**Run 1: power grid**

Drawn at 4 px/um. Pins as bars on the die edge.
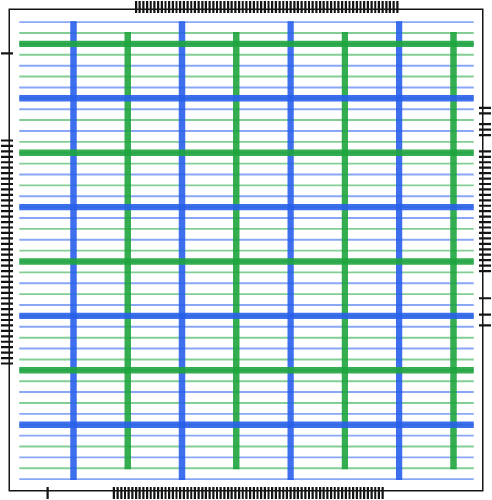
**Run 1: placement view**

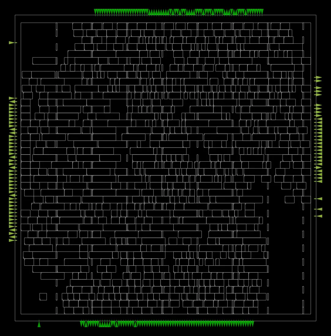
**Run 1: layout detail**

Window x 34 to 84, y 59 to 109 um. Cells in grey, sequential cells in the stronger grey; small squares are vias.
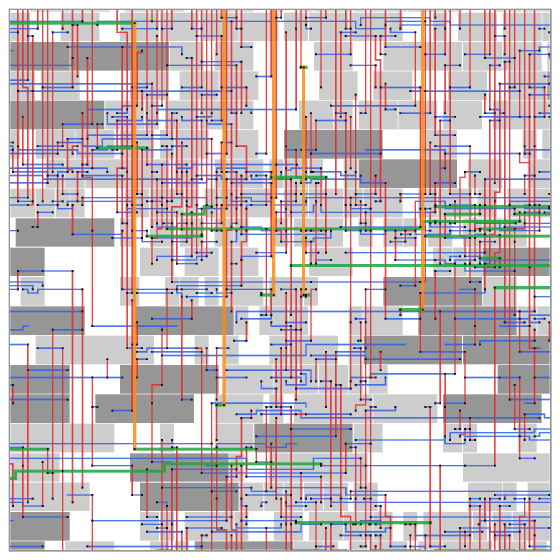
### src/rtl/mem_ctrl_pkg.sv
// Shared widths, length encodings, controller states and ownership tags for the
// byte-wide RAM sequencer.
package mem_ctrl_pkg;

    localparam int unsigned MEM_ADDR_W = 32;
    localparam int unsigned MEM_DATA_W = 32;

    localparam logic [1:0] MEM_LEN_BYTE = 2'd0;
    localparam logic [1:0] MEM_LEN_HALF = 2'd1;
    localparam logic [1:0] MEM_LEN_WORD = 2'd2;

    typedef enum logic [1:0] {
        MCS_IDLE,
        MCS_READ,
        MCS_WRITE,
        MCS_DONE
    } mcs_state_e;

    typedef enum logic {
        OWNER_IF,
        OWNER_MEM
    } owner_e;

    // Encodings 2 and 3 both mean a full word.
    function automatic logic [2:0] beat_count(input logic [1:0] len);
        case (len)
            MEM_LEN_BYTE: return 3'd1;
            MEM_LEN_HALF: return 3'd2;
            default:      return 3'd4;
        endcase
    endfunction

endpackage

### src/rtl/mem_ctrl_load_ext.sv
// Sign/zero extension of an assembled little-endian load word by access length.
module mem_load_ext
    import mem_ctrl_pkg::*;
#(
    parameter int unsigned DATA_W = MEM_DATA_W
) (
    input  logic [DATA_W-1:0] word_i,
    input  logic [1:0]        len_i,
    input  logic              signed_i,
    output logic [DATA_W-1:0] data_o
);

    always_comb begin
        data_o = word_i;
        case (len_i)
            MEM_LEN_BYTE: data_o = {{(DATA_W-8){signed_i & word_i[7]}}, word_i[7:0]};
            MEM_LEN_HALF: data_o = {{(DATA_W-16){signed_i & word_i[15]}}, word_i[15:0]};
            default:      data_o = word_i;
        endcase
    end

endmodule

### src/rtl/mem_ctrl.sv
// Byte-beat RAM sequencer shared between instruction fetch and the MEM stage;
// MEM requests win over IF, and each transaction ends with a one-cycle done pulse.
module mem_ctrl
    import mem_ctrl_pkg::*;
#(
    parameter int unsigned ADDR_W = MEM_ADDR_W,
    parameter int unsigned DATA_W = MEM_DATA_W
) (
    input  logic              clk_in,
    input  logic              rst_n_in,
    input  logic              rdy_in,
    input  logic              if_req_i,
    input  logic [ADDR_W-1:0] if_addr_i,
    input  logic              if_clear_i,
    output logic [DATA_W-1:0] if_data_o,
    output logic              if_done_o,
    input  logic              mem_read_i,
    input  logic              mem_write_i,
    input  logic              mem_signed_i,
    input  logic [1:0]        mem_len_i,
    input  logic [ADDR_W-1:0] mem_addr_i,
    input  logic [DATA_W-1:0] mem_wdata_i,
    output logic [DATA_W-1:0] mem_rdata_o,
    output logic              mem_done_o,
    output logic [ADDR_W-1:0] ram_a_o,
    output logic [7:0]        ram_dout_o,
    output logic              ram_wr_o,
    input  logic [7:0]        ram_din_i
);

    mcs_state_e        state_q, state_d;
    owner_e            owner_q, owner_d;
    logic [2:0]        cnt_q, cnt_d;
    logic [ADDR_W-1:0] addr_q, addr_d;
    logic [1:0]        len_q, len_d;
    logic              signed_q, signed_d;
    logic [DATA_W-1:0] wdata_q, wdata_d;
    logic [DATA_W-1:0] buf_q, buf_d;
    logic [DATA_W-1:0] ext_data;
    logic [2:0]        nbeats;
    logic [1:0]        byte_sel;

    assign nbeats   = beat_count(len_q);
    assign byte_sel = 2'(cnt_q - 3'd1);

    mem_load_ext #(
        .DATA_W(DATA_W)
    ) u_load_ext (
        .word_i  (buf_q),
        .len_i   (len_q),
        .signed_i(signed_q),
        .data_o  (ext_data)
    );

    always_ff @(posedge clk_in or negedge rst_n_in) begin
        if (!rst_n_in) begin
            state_q  <= MCS_IDLE;
            owner_q  <= OWNER_IF;
            cnt_q    <= '0;
            addr_q   <= '0;
            len_q    <= '0;
            signed_q <= 1'b0;
            wdata_q  <= '0;
            buf_q    <= '0;
        end else begin
            state_q  <= state_d;
            owner_q  <= owner_d;
            cnt_q    <= cnt_d;
            addr_q   <= addr_d;
            len_q    <= len_d;
            signed_q <= signed_d;
            wdata_q  <= wdata_d;
            buf_q    <= buf_d;
        end
    end

    always_comb begin
        state_d     = state_q;
        owner_d     = owner_q;
        cnt_d       = cnt_q;
        addr_d      = addr_q;
        len_d       = len_q;
        signed_d    = signed_q;
        wdata_d     = wdata_q;
        buf_d       = buf_q;
        ram_a_o     = '0;
        ram_dout_o  = '0;
        ram_wr_o    = 1'b0;
        if_data_o   = '0;
        if_done_o   = 1'b0;
        mem_rdata_o = '0;
        mem_done_o  = 1'b0;

        case (state_q)
            MCS_IDLE: begin
                if (mem_write_i || mem_read_i) begin
                    owner_d  = OWNER_MEM;
                    addr_d   = mem_addr_i;
                    len_d    = mem_len_i;
                    signed_d = mem_signed_i;
                    wdata_d  = mem_wdata_i;
                    cnt_d    = '0;
                    buf_d    = '0;
                    state_d  = mem_write_i ? MCS_WRITE : MCS_READ;
                end else if (if_req_i && !if_clear_i) begin
                    owner_d  = OWNER_IF;
                    addr_d   = if_addr_i;
                    len_d    = MEM_LEN_WORD;
                    signed_d = 1'b0;
                    wdata_d  = '0;
                    cnt_d    = '0;
                    buf_d    = '0;
                    state_d  = MCS_READ;
                end
            end
            MCS_READ: begin
                if (owner_q == OWNER_IF && if_clear_i) begin
                    state_d = MCS_IDLE;
                end else begin
                    // RAM answers one cycle late, so beat k's byte lands while beat k+1 is addressed.
                    if (cnt_q < nbeats) begin
                        ram_a_o = addr_q + ADDR_W'(cnt_q);
                    end
                    if (cnt_q != 3'd0) begin
                        buf_d[8*byte_sel +: 8] = ram_din_i;
                    end
                    if (cnt_q == nbeats) begin
                        state_d = MCS_DONE;
                    end else begin
                        cnt_d = cnt_q + 3'd1;
                    end
                end
            end
            MCS_WRITE: begin
                ram_a_o    = addr_q + ADDR_W'(cnt_q);
                ram_dout_o = wdata_q[8*cnt_q +: 8];
                ram_wr_o   = 1'b1;
                if (cnt_q == nbeats - 3'd1) begin
                    state_d = MCS_DONE;
                end else begin
                    cnt_d = cnt_q + 3'd1;
                end
            end
            MCS_DONE: begin
                state_d = MCS_IDLE;
                if (owner_q == OWNER_MEM) begin
                    mem_done_o  = 1'b1;
                    mem_rdata_o = ext_data;
                end else if (!if_clear_i) begin
                    if_done_o = 1'b1;
                    if_data_o = buf_q;
                end
            end
            default: state_d = MCS_IDLE;
        endcase

        // Global stall: hold every register and suppress all side effects.
        if (!rdy_in) begin
            state_d     = state_q;
            owner_d     = owner_q;
            cnt_d       = cnt_q;
            addr_d      = addr_q;
            len_d       = len_q;
            signed_d    = signed_q;
            wdata_d     = wdata_q;
            buf_d       = buf_q;
            ram_wr_o    = 1'b0;
            if_done_o   = 1'b0;
            if_data_o   = '0;
            mem_done_o  = 1'b0;
            mem_rdata_o = '0;
        end
    end

endmodule

### config.mk
export PLATFORM = sky130hd
export DESIGN_NAME = mem_ctrl
export DESIGN_NICKNAME = d
export VERILOG_FILES = /design/src/rtl/mem_ctrl_pkg.sv /design/src/rtl/mem_ctrl_load_ext.sv /design/src/rtl/mem_ctrl.sv
export SDC_FILE = /design/constraint.sdc
export NUM_CORES = 1
export LEC_CHECK = 0
export ABC_CLOCK_PERIOD_IN_PS = 6800
export CORE_AREA = 2 2 116 118
export CTS_CLUSTER_SIZE = 20
export DETAILED_ROUTE_END_ITERATION = 16
export DIE_AREA = 0 0 118 120
export PLACE_DENSITY = 0.83
export SLEW_MARGIN = 25
export SYNTH_ARGS = -nofsm -noshare
export SYNTH_HDL_FRONTEND = slang
export SYNTH_SLANG_ARGS = --single-unit
### constraint.sdc
create_clock -name clk_in -period 6.8 [get_ports clk_in]
set_input_delay 0.68 -clock clk_in [delete_from_list [all_inputs] [get_ports clk_in]]
set_output_delay 0.68 -clock clk_in [all_outputs]
set_load 0.1 [all_outputs]
==> Table 3: Implementation characteristics, run 1 <==
Summary of implementation characteristics

Parameter                              Value

Outcome
  Run status .................. completed

Finish
  Fraction of layout cells with a size suffix above 1 .................. 5.967%
  Post-layout util .................. between 60% and 70%
  Highest-count cells in the layout ignoring fill and taps .................. sky130_fd_sc_hd__clkdlybuf4s50_1, sky130_fd_sc_hd__dfrtp_1, sky130_fd_sc_hd__a22o_1

Synth
  Share of the synthesized area in the top cell type .................. 42.28%
  Post-Synth Simple-Gate Area .................. 20.62%
  Main logic family .................. simple AND/OR/NAND/NOR gates
  Cells in synth_stat.txt .................. 636
  Area fraction in full adders, half adders and majority gates .................. 3.543%
  Cell taking the most area after synthesis .................. sky130_fd_sc_hd__dfrtp_1
  Commonest register cell after synthesis .................. sky130_fd_sc_hd__dfrtp_1
  Tally of yosys warning messages .................. 0
  Top area cell types .................. sky130_fd_sc_hd__dfrtp_1, sky130_fd_sc_hd__a22o_1, sky130_fd_sc_hd__mux2i_1
  Portion of netlist area occupied by mux cells .................. 9.503%
  Distinct cell type count of the synthesized netlist .................. 46
  Number of nets in the synthesized netlist .................. 767
  Post-synthesis chip area from yosys .................. 6215 um^2

Placement
  Port bufs .................. 220
  Final RePlAce weighted congestion .................. 0.8636
  Total placed instance area .................. between 8000 and 9000 um^2

Timing
  Final-report setup violation count .................. 0
  Slew @ Worst Pin .................. 1.029 ns
  Tightest slew margin relative to the limit .................. between 30% and 40%
  Max Freq .................. 201.1 MHz
  Final hold violation count .................. 0
  Number of slew-limit violations in the final report .................. 0
  Worst clock skew .................. 0.01215 ns

Power
  Post-route total power .................. 3.483 mW
  Gate power share .................. 53.0%
  Internal cell power .................. between 1.5 and 2 mW
  Cell Pwr Density .................. 393.7 nW/um^2

Global route
  Routing usage on met3 .................. ~4.5%
  Number of antenna violations at the first check in global routing .................. 0

Routing
  DR iter-0 viols .................. 376
  Detailed-route DRC error count .................. 0
  Met1 routed wirelength after detailed routing .................. 7.385 mm
  Met2 WL post-DR .................. 9.076 mm
  Drt first pass iters .................. 5

CTS
  H-Tree Depth .................. 3
  Clock net sink count .................. about 110
  CTS Root Buffer Type .................. sky130_fd_sc_hd__clkbuf_16
  Source-to-sink clock delay at the later pin of the worst-skew pair .................. 0.34 ns
  Clock-pin transition on the worst setup and hold timing paths .................. 0.07 ns

Setup path
  Worst EP arrival .................. between 4 and 5 ns
  R2r worst-path depth .................. 7
  Critical path start-end classification .................. reg -> out
  Setup crit end kind .................. output pin
  Worst-path fanout max .................. 16
  Start of the worst register-to-register path .................. len_q[1]$_DFFE_PN0P_
  Capturing point of the worst reg2reg path .................. cnt_q[2]$_DFFE_PN0P_

Floorplanning
  Chip Footprint .................. 14160 um^2
## Picture notes: 'power grid'
- VSS: blue
- VDD: green
- met1 rails: 43
- rows: 42
Die Ht: 120 um
core box area: 12980 um^2
horizontal extent of the die: 118 um
IR Drop Worst-Case VDD: 218.4 uV

## Picture notes: 'placement view'
tap cell count: 176
Row Count: 42
Cell Count, Final, Fillers Out: 1014

## Picture notes: 'layout detail'
- metal 2: red
- metal 3: green
- metal 1: blue
- metal 4: orange
- most frequent: nand2_1 (26), clkdlybuf4s50_1 (26), dfrtp_1 (23)
- cells with their middle in the window: 192
- netlist names of flops here include: addr_q (16), wdata_q (4), cnt_q (3)
- sequential cells in the window: 23

## run 1: flip-flops by register name, indices dropped and copies added, names as in the netlist
name / flops
cnt_q: 3
owner_q: 1
len_q: 2
signed_q: 1
buf_q: 32
state_q: 2
addr_q: 32
wdata_q: 32
## run 1: worst max-delay path, cell delays in order (launching register included)
cell and delay, ns:
sky130_fd_sc_hd__dfrtp_1 0.67, sky130_fd_sc_hd__ha_1 0.39, sky130_fd_sc_hd__fa_1 0.43, sky130_fd_sc_hd__a21oi_1 0.67
sky130_fd_sc_hd__nor2_1 0.18, sky130_fd_sc_hd__and3_1 0.24, sky130_fd_sc_hd__xnor2_1 0.13, sky130_fd_sc_hd__nor2_1 0.09
sky130_fd_sc_hd__clkdlybuf4s50_1 1.15
## run 1: power by group through the flow
stage,clock network (mW),logic (mW),registers [mW]
final,0.528,1.85,1.11
after global routing,0.566,1.96,1.14
after CTS,0.539,1.85,1.10
after detailed placement,0,1.84,1.11
after global placement,0,1.79,1.09
after floorplan,0,1.46,0.997
## run 1: how the worst max path moves through the flow
stage	startpoint	to	slack, ns	cells past startpoint
detailed placement	rdy_in	if_data_o[14]	2.13	5
global placement	cnt_q[0]$_DFFE_PN0P_	ram_a_o[14]	2.17	8
finish	cnt_q[0]$_DFFE_PN0P_	ram_a_o[14]	1.83	8
global route	cnt_q[0]$_DFFE_PN0P_	ram_a_o[14]	1.62	8
CTS	cnt_q[0]$_DFFE_PN0P_	ram_a_o[14]	1.78	8
floorplan	if_clear_i	if_data_o[21]	2.16	3
## run 1: cell type report
cell class	instances	area, um^2	area share, %
clock inverters	6	72.57	0.8204
flip-flops and latches	105	2628	29.70
repair buffers	224	2230	25.21
multi-input cells	465	3362	38.01
inverters	28	105.1	1.188
well taps	176	220.2	2.489
clock buffers	10	229.0	2.588
==> run 1 -> run 2 <==
Settings changed: ABC_CLOCK_PERIOD_IN_PS 6800 to 4800, CORE_AREA 2 2 116 118 to 2 2 120 122, DIE_AREA 0 0 118 120 to 0 0 122 124, PLACE_DENSITY 0.83 to 0.78.
Clock period 6.8 ns to 4.8 ns, I/O delays scaled along.
==> Table 3: Implementation characteristics, run 2 <==
Summary of implementation characteristics

Parameter                              Value

Power
  Gate power share .................. about 52%
  Main power-consuming group .................. combinational logic
  Static leakage .................. 3.668 nW
  Internal cell power .................. between 2 and 2.5 mW
  Net load switching power .................. about 2.5 mW
  Cell Pwr Density .................. 569.1 nW/um^2
  Sequential cell power .................. 1.57 mW
  Comb. pwr .................. 2.58 mW
  Power attributed to the clock group .................. between 800 and 900 uW
  IR Drop Worst-Case VDD .................. around 310 uV
  Switching part of the total .................. 50.01%
  Part of the power in the clock network .................. 16.2%

Finish
  Post-layout util .................. roughly 63%
  Most common logic cell in the routed design .................. sky130_fd_sc_hd__clkdlybuf4s50_1
  Largest registers in the final layout .................. addr_q: 32 flops, buf_q: 32 flops, wdata_q: 32 flops
  Fraction of layout cells with a size suffix above 1 .................. ~15%
  Highest-count cells in the layout ignoring fill and taps .................. sky130_fd_sc_hd__clkdlybuf4s50_1, sky130_fd_sc_hd__dfrtp_1, sky130_fd_sc_hd__buf_4

Synth
  Post-synthesis chip area from yosys .................. just over 6000 um^2
  Commonest register cell after synthesis .................. sky130_fd_sc_hd__dfrtp_1
  Top area cell types .................. sky130_fd_sc_hd__dfrtp_1, sky130_fd_sc_hd__a22o_1, sky130_fd_sc_hd__mux2i_1
  Cells in synth_stat.txt .................. 636
  Cell taking the most area after synthesis .................. sky130_fd_sc_hd__dfrtp_1
  Number of nets in the synthesized netlist .................. 767
  Count leader, synth .................. sky130_fd_sc_hd__dfrtp_1
  Tally of yosys warning messages .................. 0
  Share of the synthesized area in the top cell type .................. 42.28%
  Cell area after synthesis .................. 6215 um^2
  Proportion of synthesized chip area in sequential cells .................. 42.28%
  Distinct cell type count of the synthesized netlist .................. approximately 46
  Number of synthesized flops with an enable pin .................. 0

CTS
  H-Tree Depth .................. 3
  Number of buffers between clock root and the deepest sink .................. 2
  Source-to-sink clock delay at the later pin of the worst-skew pair .................. between 0.3 and 0.4 ns
  TritonCTS clock tree .................. yes
  Clock net sink count .................. 105
  Postcts setup bufs .................. 0
  Clock-pin transition on the worst setup and hold timing paths .................. about 0.070 ns
  CTS Root Buffer Type .................. sky130_fd_sc_hd__clkbuf_16

Setup path
  Cell seen most often among critical-path stages .................. sky130_fd_sc_hd__buf_4
  Largest incremental delay on the critical path .................. 0.63 ns
  Capturing point of the worst reg2reg path .................. cnt_q[2]$_DFFE_PN0P_
  Start of the worst register-to-register path .................. len_q[1]$_DFFE_PN0P_
  End of the critical path .................. ram_a_o[31]
  Setup crit end kind .................. output pin
  Reg2Reg Setup Slack .................. 1.76 ns
  Worst EP arrival .................. approximately 3.2 ns
  Worst setup path startpoint .................. len_q[1]$_DFFE_PN0P_
  Crit path cell chain .................. nor2_1 -> ha_1 -> nor2b_1 -> o21a_1 -> nor3_1 -> o21ai_2 -> buf_4 -> a21oi_1 -> buf_4
  Critical path start-end classification .................. reg -> out
  Worst-path fanout max .................. 32
  Slowest cell on the critical path .................. sky130_fd_sc_hd__dfrtp_1
  R2r worst-path depth .................. 7

Routing
  Via total after detailed routing .................. 5551
  DR iter-0 viols .................. roughly 400
  Vias per cell .................. about 5.4
  Wire length reported by the detailed router .................. 17.90 mm
  Detailed-route DRC error count .................. 0
  Drt first pass iters .................. 6

Floorplanning
  Die Ht .................. around 120 um
  Horizontal extent of the die .................. 122 um
  Row Count .................. 43
  Chip Footprint .................. ~15000 um^2
  Core box area .................. approximately 14000 um^2

Placement
  Port bufs .................. 220
  Final RePlAce weighted congestion .................. 0.8890

Timing
  Final hold violation count .................. 0
  Period utilization .................. roughly three quarters
  Slew @ Worst Pin .................. 0.9907 ns
  Number of slew-limit violations in the final report .................. 0
  Min Clock Period, post-route .................. 3.678 ns
  Max Freq .................. 271.9 MHz
  Worst clock skew .................. 0.004342 ns
  Setup TNS Final .................. 0 ns
  Final-report setup violation count .................. 0
  Tightest slew margin relative to the limit .................. ~34%

Global route
  Wire length of the first global-routing pass .................. ~28 mm
  Number of antenna violations at the first check in global routing .................. 0

Min path
  Type of the worst min-delay path .................. in -> async

Outcome
  Run status .................. completed
[run 2: cell counts after synthesis]
Identical to the previous run, type by type.
[run 2: logic make-up (layout without fill, tap and decap cells)]
group | Yosys count | in the layout | synth area share, %
AND-OR/OR-AND | 140 | 140 | 15.70
flip-flops | 105 | 105 | 42.28
adder cells (fa/ha/maj) | 17 | 17 | 3.543
XOR/XNOR | 30 | 30 | 4.228
buffers and inverters | 66 | 271 | 4.127
multiplexers | 49 | 49 | 9.503
AND/OR/NAND/NOR | 229 | 229 | 20.62
[run 2: through the flow]
step	area [um^2]	cells	setup WS [ns]	total power [mW]
final	8703	1021	1.122	4.953
after global routing	8703	1021	0.8951	5.245
after floorplan	6215	636	0.5636	3.479
after global placement	8373	1005	1.547	4.073
after detailed placement	8373	1005	1.352	4.153
after CTS	8695	1021	1.183	4.968
[run 2: critical path: cells and delay by family, from the launching register on]
| kind | cells | cell delay [ns] |
|---|---|---|
| buffers and inverters | 2 | 0.56 |
| AND-OR/OR-AND | 3 | 0.44 |
| flip-flops | 1 | 0.63 |
| AND/OR/NAND/NOR | 3 | 0.92 |
| adder cells (fa/ha/maj) | 1 | 0.27 |
[run 2: area by class of cell]
class                           instances  area, um^2
Fill cell                            1165        5016
Multi-Input combinational cell        465        3354
Sequential cell                       105        2628
Timing Repair Buffer                  227        2069
Clock buffer                           11       252.7
Tap cell                              180       225.2
Inverter                               28       105.1
Clock inverter                          5       68.82
[run 2: layer usage]
metal,share of wire (%),track usage [%],wire (um)
met1,42,30.03,7598
met2,51,41.24,9184
met3,4.8,4.899,863
met4,1.4,7.256,255
met5,0,0,0
**Run 2: wiring heat map**

Drawn at 3 px/um. The die is cut into 24 by 25 equal tiles; dark purple is low, yellow is high, scaled to the fullest tile. Values are wire area over tile area, all layers added.
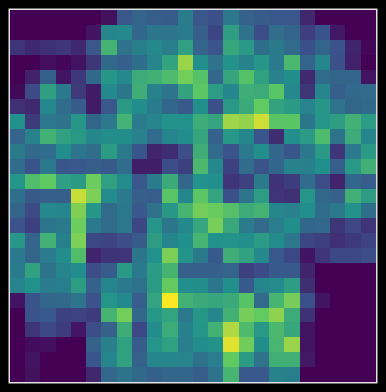
- fullest tile: 0.51
- tiles over half the peak: 27%
- nearly empty tiles: 11%
- mean over tiles: 0.19

**Run 2: layout detail**

Window x 36 to 86, y 62 to 112 um. Cells in grey, sequential cells in the stronger grey; small squares are vias.
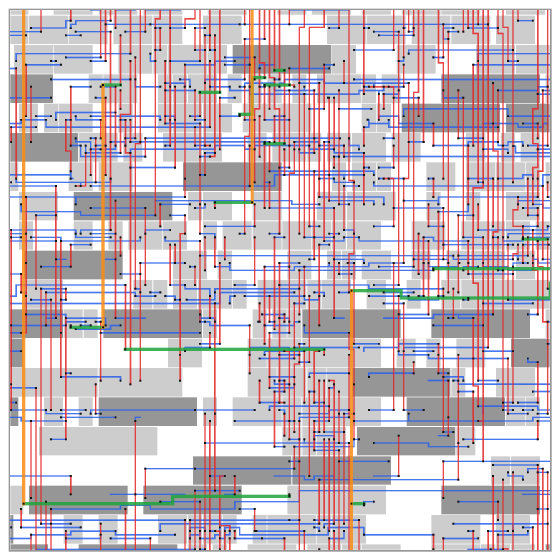
- metal 3: green
- metal 1: blue
- metal 4: orange
- metal 2: red
- most frequent: nand2_1 (27)
- netlist names of flops here include: addr_q (15), cnt_q (3)
- cells with their middle in the window: 186
- sequential cells in the window: 20

==> run 2 -> run 3 <==
Settings changed: ABC_CLOCK_PERIOD_IN_PS 4800 to 3100, CORE_AREA 2 2 120 122 to 2 2 127 129, DIE_AREA 0 0 122 124 to 0 0 129 131, PLACE_DENSITY 0.78 to 0.74.
Clock period 4.8 ns to 3.1 ns, I/O delays scaled along.
==> Table 3: Implementation characteristics, run 3 <==
Summary of implementation characteristics

Parameter                              Value

Outcome
  Run status .................. completed

Finish
  Multi-input gates .................. 465
  Portion of the layout cell area used by non-clock buffers .................. 30.78%
  Sequential share of cell area .................. 26.73%
  Storage cell area .................. 2628 um^2
  Post-layout util .................. between 60% and 70%
  Number of flip-flops and latches .................. 105
  Clock buffer count .................. 10
  Area of the multi-input gates .................. 3492 um^2

Floorplanning
  Tap cell count .................. around 220
  Die Ht .................. 131 um
  Core box area .................. roughly 16000 um^2

CTS
  H-Tree Depth .................. 3
  TritonCTS clock tree .................. yes
  Number of buffers between clock root and the deepest sink .................. 2
  Clock net sink count .................. 105
  Source-to-sink clock delay at the later pin of the worst-skew pair .................. 0.36 ns

Routing
  Vias per cell .................. around 5.2

Synth
  Top area cell types .................. sky130_fd_sc_hd__dfrtp_1, sky130_fd_sc_hd__a22o_1, sky130_fd_sc_hd__mux2i_1
  Count leader, synth .................. sky130_fd_sc_hd__dfrtp_1
  Post-synthesis chip area from yosys .................. between 6000 and 7000 um^2
  Cell area after synthesis .................. ~6200 um^2
  Tally of yosys warning messages .................. 0
  Distinct cell type count of the synthesized netlist .................. 46
  Cell taking the most area after synthesis .................. sky130_fd_sc_hd__dfrtp_1
  Cells in synth_stat.txt .................. 636
  Number of nets in the synthesized netlist .................. 767
  Area fraction in full adders, half adders and majority gates .................. ~3.5%
  Commonest register cell after synthesis .................. sky130_fd_sc_hd__dfrtp_1
  Portion of netlist area occupied by mux cells .................. 9.503%

Setup path
  Largest incremental delay on the critical path .................. 0.66 ns
  Slowest cell on the critical path .................. sky130_fd_sc_hd__or4_1
  Crit path cell chain .................. nand4_1 -> or4_1 -> or4_1 -> a21oi_2 -> buf_12
  Worst-path fanout max .................. 11
  Worst EP arrival .................. 2.69 ns

Power
  IR Drop Worst-Case VDD .................. 516.8 uV
  Cell Pwr Density .................. 850.8 nW/um^2

Timing
  Number of slew-limit violations in the final report .................. 0
  Period utilization .................. 96.81%
  Slew @ Worst Pin .................. 0.7147 ns
  Final-report setup violation count .................. 0
  Worst clock skew .................. about 0.008 ns

Global route
  Met2 track demand over resource .................. 36.38%
  Routing usage on met3 .................. 3.705%
  Wire length of the first global-routing pass .................. approximately 30 mm

Min path
  Type of the worst min-delay path .................. in -> async
[run 3: cell counts after synthesis]
Identical to the previous run, type by type.
[run 3: per-stage QoR]
step           std cells  setup slack (ns)  power (mW)  cell area, um^2
2_1_floorplan        636           -0.9557       5.570             6339
3_3_place_gp        1058            0.5293       7.142             9509
3_5_place_dp        1058            0.4997       7.212             9509
4_1_cts             1074            0.1164       8.392             9818
5_1_grt             1074          0.002374       8.839             9829
6_report            1074           0.09884       8.363             9829
[run 3: kinds of logic (layout without fill, tap and decap cells)]
family | after synthesis | after routing
muxes | 49 | 49
AOI/OAI and AO/OA | 140 | 140
and+or+nand+nor | 229 | 229
adders and majority gates | 17 | 17
xor gates and xnor gates | 30 | 30
buffers and inverters | 66 | 288
DFF | 105 | 105
[run 3: report_power, final]
group	internal, mW	switching [mW]
logic	1.80	3.08
registers	1.85	0.473
clock network	0.595	0.565
total	4.25	4.11
[run 3: worst paths after layout]
path                                        startpoint                     to  slack (ns)  cells past startpoint
min in group clk_in              buf_q[18]$_DFFE_PN0P_  buf_q[18]$_DFFE_PN0P_        0.50                      1
worst min-delay path                          rst_n_in  buf_q[14]$_DFFE_PN0P_       0.003                      1
worst min register to register   buf_q[18]$_DFFE_PN0P_  buf_q[18]$_DFFE_PN0P_        0.50                      1
worst max-delay path            addr_q[13]$_DFFE_PN0P_            ram_a_o[31]         0.1                      5
max in group asynchronous                     rst_n_in  addr_q[3]$_DFFE_PN0P_        2.35                      2
worst max register to register    cnt_q[0]$_DFFE_PN0P_   cnt_q[2]$_DFFE_PN0P_        0.68                      7
[run 3: per-layer routing]
layer / routed length, um / vias up
met3: 903 / 24
met2: 9275 / 177
met5: 0 / -
met1: 8229 / 2635
li1: - / 2711
met4: 250 / 0
**Run 3: layout detail**

Window x 40 to 90, y 67 to 117 um. Cells in grey, sequential cells in the stronger grey; small squares are vias.
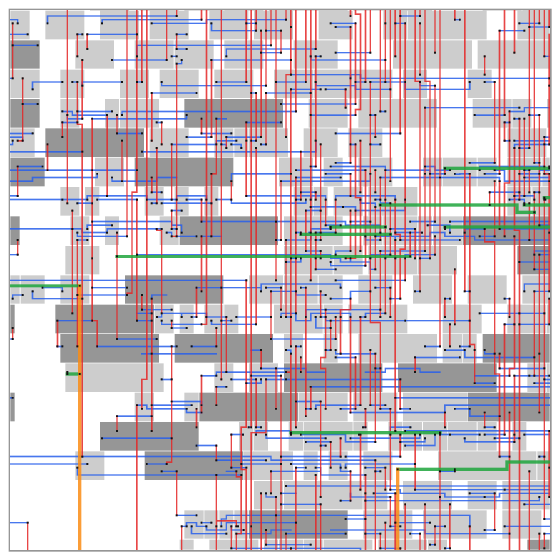
- metal 3: green
- metal 2: red
- metal 1: blue
- metal 4: orange
- cells with their middle in the window: 153
- sequential cells in the window: 17
- netlist names of flops here include: addr_q (15), cnt_q (2)
- most frequent: nand2_1 (20), clkdlybuf4s50_1 (18), dfrtp_1 (17)

**Run 3: wiring heat map**

Drawn at 3 px/um. The die is cut into 26 by 26 equal tiles; dark purple is low, yellow is high, scaled to the fullest tile. Values are wire area over tile area, all layers added.
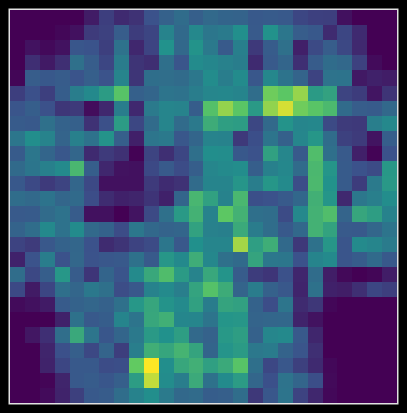
- nearly empty tiles: 10%
- mean over tiles: 0.17
- fullest tile: 0.56
- emptiest ninth of the die: south-east
- densest ninth of the die: south
- tiles over half the peak: 15%
global-route usage over all layers: 22.20%
via total after detailed routing: 5547
average detailed-routed wire length per instance: 17.37 um

No activity file was given, so power comes from the tool's default toggle rates.
